===== src/rtl/move_executor_pkg.sv =====
// Shared definitions for the move executor: FSM encoding, direction codes
// and the layout of the speed word.
package move_executor_pkg;

    typedef enum logic [2:0] {
        ST_IDLE  = 3'd0,
        ST_LOAD  = 3'd1,
        ST_RUN   = 3'd2,
        ST_DONE  = 3'd3,
        ST_BRAKE = 3'd4
    } state_t;

    localparam logic [1:0] DIR_FWD   = 2'd0;
    localparam logic [1:0] DIR_REV   = 2'd1;
    localparam logic [1:0] DIR_LEFT  = 2'd2;
    localparam logic [1:0] DIR_RIGHT = 2'd3;

    // Duty sits in the low bits of the speed word; duration follows it.
    localparam int DUTY_LSB = 0;

    function automatic int dur_lsb(input int pwm_w);
        return DUTY_LSB + pwm_w;
    endfunction

    // Returns {left_dir, right_dir}, 1 = forward.
    function automatic logic [1:0] dir_decode(input logic [1:0] code);
        logic [1:0] lr;
        case (code)
            DIR_FWD:   lr = 2'b11;
            DIR_REV:   lr = 2'b00;
            DIR_LEFT:  lr = 2'b01;
            default:   lr = 2'b10;
        endcase
        return lr;
    endfunction

endpackage


===== src/rtl/move_executor_pwm_gen.sv =====
// Free-running PWM counter with compare. Counter advances only while en is
// high; output is registered and forced low whenever en is low.
module pwm_gen #(
    parameter int W = 8
) (
    input  logic         clck,
    input  logic         reset,
    input  logic         clr,
    input  logic         en,
    input  logic [W-1:0] duty,
    output logic         pwm
);

    logic [W-1:0] cnt;

    always_ff @(posedge clck or negedge reset) begin
        if (!reset) begin
            cnt <= '0;
            pwm <= 1'b0;
        end else if (clr) begin
            cnt <= '0;
            pwm <= 1'b0;
        end else if (en) begin
            cnt <= cnt + W'(1);
            pwm <= (cnt < duty);
        end else begin
            pwm <= 1'b0;
        end
    end

endmodule


===== src/rtl/move_executor.sv =====
// Executes the head entry of the move queue: drives both motors for the
// move's duration, pulses shift, then brakes before accepting the next move.
module move_executor
    import move_executor_pkg::*;
#(
    parameter int PWM_W     = 8,
    parameter int DUR_W     = 16,
    parameter int TICK_DIV  = 1000,
    parameter int BRAKE_CYC = 64
) (
    input  logic        clck,
    input  logic        reset,
    input  logic        enable,
    input  logic        move_valid,
    input  logic [31:0] dir_in,
    input  logic [31:0] speed_in,
    output logic        shift,
    output logic        busy,
    output logic        motor_l_pwm,
    output logic        motor_r_pwm,
    output logic        motor_l_dir,
    output logic        motor_r_dir,
    output logic [15:0] moves_done
);

    localparam int TICK_W  = (TICK_DIV > 1) ? $clog2(TICK_DIV) : 1;
    localparam int BRK_W   = (BRAKE_CYC > 1) ? $clog2(BRAKE_CYC) : 1;
    localparam int DUR_LSB = dur_lsb(PWM_W);
    localparam logic [TICK_W-1:0] TICK_LAST = TICK_W'(TICK_DIV - 1);
    localparam logic [BRK_W-1:0]  BRK_LAST  = BRK_W'((BRAKE_CYC > 0) ? BRAKE_CYC - 1 : 0);

    state_t             state, state_nx;
    logic [PWM_W-1:0]   duty_q;
    logic [DUR_W-1:0]   dur_q;
    logic [TICK_W-1:0]  tick_cnt;
    logic [BRK_W-1:0]   brake_cnt;
    logic [1:0]         pwm_bits;

    logic [DUR_W-1:0]   dur_in;
    logic [PWM_W-1:0]   duty_in;
    logic               run_act;
    logic               last_tick;
    logic               unused_dir;

    assign dur_in    = speed_in[DUR_LSB +: DUR_W];
    assign duty_in   = speed_in[DUTY_LSB +: PWM_W];
    assign run_act   = (state == ST_RUN) && enable;
    assign last_tick = (tick_cnt == TICK_LAST);
    assign unused_dir = ^dir_in[31:2];

    generate
        if (PWM_W + DUR_W < 32) begin : g_unused
            logic unused_speed;
            assign unused_speed = ^speed_in[31:PWM_W+DUR_W];
        end
    endgenerate

    always_comb begin
        state_nx = state;
        case (state)
            ST_IDLE:  if (enable && move_valid) state_nx = ST_LOAD;
            ST_LOAD:  state_nx = (dur_in == '0) ? ST_DONE : ST_RUN;
            ST_RUN:   if (run_act && last_tick && dur_q == DUR_W'(1)) state_nx = ST_DONE;
            ST_DONE:  state_nx = (BRAKE_CYC > 0) ? ST_BRAKE : ST_IDLE;
            ST_BRAKE: if (brake_cnt == BRK_LAST) state_nx = ST_IDLE;
            default:  state_nx = ST_IDLE;
        endcase
    end

    always_ff @(posedge clck or negedge reset) begin
        if (!reset) begin
            state       <= ST_IDLE;
            duty_q      <= '0;
            dur_q       <= '0;
            tick_cnt    <= '0;
            brake_cnt   <= '0;
            shift       <= 1'b0;
            busy        <= 1'b0;
            motor_l_dir <= 1'b0;
            motor_r_dir <= 1'b0;
            moves_done  <= '0;
        end else begin
            state <= state_nx;
            // Status outputs are registered from the next state so they line
            // up with the cycle the FSM actually occupies.
            shift <= (state_nx == ST_DONE);
            busy  <= (state_nx != ST_IDLE);
            if (state_nx == ST_DONE)
                moves_done <= moves_done + 16'd1;

            case (state)
                ST_LOAD: begin
                    duty_q   <= duty_in;
                    dur_q    <= dur_in;
                    tick_cnt <= '0;
                    {motor_l_dir, motor_r_dir} <= dir_decode(dir_in[1:0]);
                end
                ST_RUN: begin
                    if (run_act) begin
                        if (last_tick) begin
                            tick_cnt <= '0;
                            dur_q    <= dur_q - DUR_W'(1);
                        end else begin
                            tick_cnt <= tick_cnt + TICK_W'(1);
                        end
                    end
                end
                ST_DONE:  brake_cnt <= '0;
                ST_BRAKE: brake_cnt <= brake_cnt + BRK_W'(1);
                default:  ;
            endcase
        end
    end

    // One generator per motor; both see the same duty and phase.
    generate
        for (genvar m = 0; m < 2; m++) begin : g_motor
            pwm_gen #(.W(PWM_W)) u_pwm (
                .clck  (clck),
                .reset (reset),
                .clr   (state == ST_LOAD),
                .en    (run_act),
                .duty  (duty_q),
                .pwm   (pwm_bits[m])
            );
        end
    endgenerate

    assign motor_l_pwm = pwm_bits[1];
    assign motor_r_pwm = pwm_bits[0];

endmodule


===== config.mk =====
export PLATFORM = sky130hd
export DESIGN_NAME = move_executor
export DESIGN_NICKNAME = d
export VERILOG_FILES = /design/src/rtl/move_executor_pkg.sv /design/src/rtl/move_executor_pwm_gen.sv /design/src/rtl/move_executor.sv
export SDC_FILE = /design/constraint.sdc
export NUM_CORES = 1
export LEC_CHECK = 0
export CAP_MARGIN = 15
export CORE_MARGIN = 2
export CORE_UTILIZATION = 56
export DETAILED_ROUTE_END_ITERATION = 6
export GPL_TIMING_DRIVEN = 0
export PLACE_DENSITY = 0.9
export SYNTH_ARGS = -nofsm -noshare
export SYNTH_HDL_FRONTEND = slang
export SYNTH_SLANG_ARGS = --single-unit

===== constraint.sdc =====
create_clock -name clck -period 3.6 [get_ports clck]
set_input_delay 0.36 -clock clck [delete_from_list [all_inputs] [get_ports clck]]
set_output_delay 0.36 -clock clck [all_outputs]
set_load 0.03 [all_outputs]

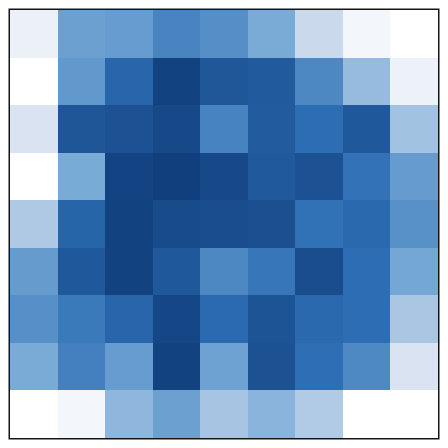
Figure 1: placement density heat map.
The die is cut into 9 by 9 equal tiles; white is low, dark blue is high, 0 to 100% covered.
densest ninth of the die: middle
nearly empty tiles: 7.4%
fullest tile: 94%
mean over tiles: 60%
Final Util: 0.686
Init Core Util: 0.573

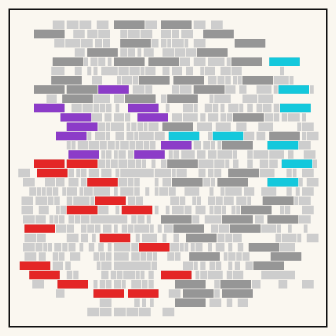
Figure 2: sequential cells grouped by signal name.
Other sequential cells in the stronger gray, the rest of the logic in the fainter gray.
| signal | color | placed flops |
|---|---|---|
| dur_q | red | 16 |
| tick_cnt | purple | 10 |
| duty_q | cyan | 8 |

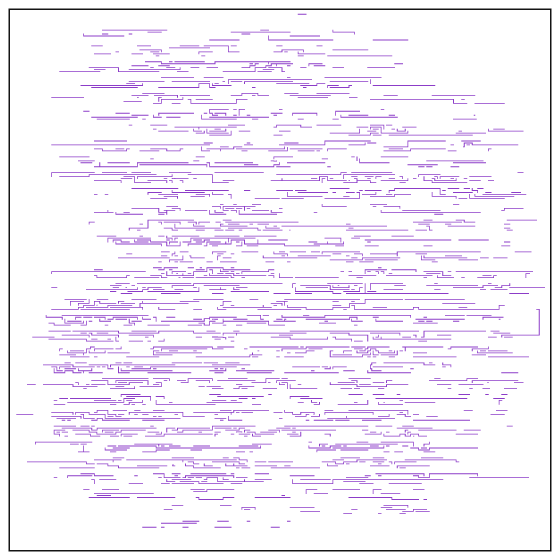
Figure 3: the metal 1 layer.
longest straight run: 27.1 um
main direction: horizontal
nets with wire on the layer: 519
share of all routed wire: 41%
wire length on this layer: 4420 um
Routed WL: 10700 um
number of vias after detailed routing: 3930
routing usage on met1: 0.324

==> results.txt <==
The layout was made with Yosys and OpenROAD.

The floorplan report lists the tap cell count as 102. The number of flip-flops and latches in the synthesized netlist is 81. The global routing met2 resource utilization is 0.463.

The overall die width is 92.7 um. Setup total negative slack on the finished layout was measured at 0 ns. At the placement stage, the worst setup path has a slack of 0.957 ns. The cell area that synthesis handed to floorplanning was 0.00441 sq mm. The timing report gives the biggest stage delay along the critical path as 0.57 ns. In the finished design, the share of the clock period the worst path needs comes to 0.707.

The number of cells in the finished layout apart from fillers is 630. The post-synth tally of flip-flops with integrated enable is 0. The type of element launching the critical path is a register. The worst-case max-slew headroom was logged as 0.407. The highest-utilization routing layer at the global route stage is met2. The synthesized netlist contains 53 unique library cells. The share of cell area taken by muxes after synthesis is 0.00511. The largest clock skew in the final design is 0.00977 ns. The cell row count is 32.

The timing-limited maximum frequency is 393 MHz. The fraction of synthesized cell area in xor and xnor cells is 0.0656. The hold-fix buffer count after cts is 1. Per the post-CTS timing run, clock transition at the registers of the reported paths is 0.08 ns.

The share of Yosys cell area claimed by the top area cell type is 0.460. For this run, the number of Yosys warnings is 0. For this run, combinational gates with multiple inputs come to 342.

Clock tree synthesis inserted a total of 9 buffers. The pin closest to its max-slew limit shows a slew of 0.867 ns. From synthesis to final layout, the design area changed by 19.8%. Per the post-route antenna check, the number of violating nets is 0.

Per the synth stats, the flop cell with the highest instance count is dfrtp_1. Per the OpenROAD power report, leakage power amounts to 2.25 nW. Per the cell usage report, the commonest logic cells after layout are dfrtp_1 (81), clkdlybuf4s50_1 (50), nor2_1 (41). Sorting the synthesized cells by area gives the leading types as dfrtp_1 (46%), ha_1 (6.5%), o21ai_0 (4.2%). The completed layout was analyzed and its total power is 3.28 mW. The placement summary gives the final routability congestion estimate as 0.917. The tally of buffers added on design ports is 51. The count of boundary I/O pins is 90. The sum of routed wire segments on met1 is 4420 um. Per the skew report, the later register of the worst-skew pair sees a clock latency of 0.36 ns.

In the global route stage, overall resource usage came out at 0.266. The count of buffers added by post-CTS timing repair for setup is 0. The total of cells resized after clock tree synthesis is 0.

Setup repair after global routing left no endpoint under its margin. The run finished with clean final reports. The critical path in this run is classified as reg2reg. The library cell used most frequently in the layout, excluding fill and tap cells, is dfrtp_1.

The worst reg-to-reg path cell count is 5. The initial antenna violation count is 0. The CTS log lists the clock sinks for this run as 81.

The combined flip-flop and latch cell area is 0.00203 sq mm. For reference, the critical path cell chain is nor4_2 -> nand2_1 -> or4_1 -> o32ai_1 -> a21oi_1. After layout, the buffer instance count without clock buffers stands at 75. The worst flop-to-flop path startpoint is dur_q[2]$_DFFE_PN0P_.

In the global route stage, met3 resource usage came out at 0.0407. Following the worst setup path forward leads to its endpoint at dur_q[15]$_DFFE_PN0P_. The share of synthesized cell area in and, or, nand and nor gates is 0.205. The clock passes through at most 2 buffers.

Per the CTS log, the root buffer master is clkbuf_8. Per the log, the first TritonRoute iteration ended with a DRC count of 216. Leaving out the clock tree, the finished layout contains an inverter count of 16.

The library cell occupying the most area in the post-synthesis netlist is dfrtp_1. Sorting the synthesis cell report by count puts at the top dfrtp_1. The final layout report lists a filler cell count of 578.

The cell type of the slowest stage on the worst timing path is nor4_2. The register area share after synthesis is 0.460. The endpoint identified for the worst register-to-register timing path is dur_q[15]$_DFFE_PN0P_. The synthesis run identifies the leading combinational cell family as simple AND/OR/NAND/NOR gates. The first global-routing pass estimated 18200 um of wire. The pre-antenna-repair detailed-routing pass consisted of 5 iterations. The number of hold-slack violations in the final timing report is 0. The element type at the critical path end is a register. In the final design database the tool counted 616 nets. In this run the mean area of a mapped cell was 9.56 sq um. The number of cells in the design after placement is 615. Summed over all nets, the half-perimeter wirelength after detailed placement is 7510 um. The number of antenna diodes in the final layout is 0. Of all nets on the critical path, the largest fanout is 8.

The number of nets in the synthesized netlist is 552. The highest signal layer in the routed design is met4. The power density over the cells is 621 mW/mm^2. The instance area after placement is 0.00507 sq mm. The layout report lists the clock-cell share of area as 0.0375. The number of setup violations in the final report is 0. TritonCTS built the clock tree. The depth of the CTS H-tree is 3.
==> worst max-delay path: cells and delay by family (launching register included) <==
kind,cells,cell delay (ns)
DFF,1,0.46
and+or+nand+nor,3,1.40
AOI/OAI and AO/OA,2,0.52
==> where the power goes <==
group,switching [mW],total (mW),internal [mW]
registers,0.213,1.34,1.13
logic,0.759,1.24,0.477
clock network,0.320,0.701,0.381
==> sequential cells by signal (all words and copies together) (netlist names) <==
name               flops
tick_cnt              10
duty_q                 8
g_motor.u_pwm.pwm      2
brake_cnt              6
motor_r_dir            1
busy                   1
shift                  1
motor_l_dir            1
state                  3
g_motor.u_pwm.cnt     16
dur_q                 16
moves_done            16
No activity file was given, so power comes from the tool's default toggle rates.
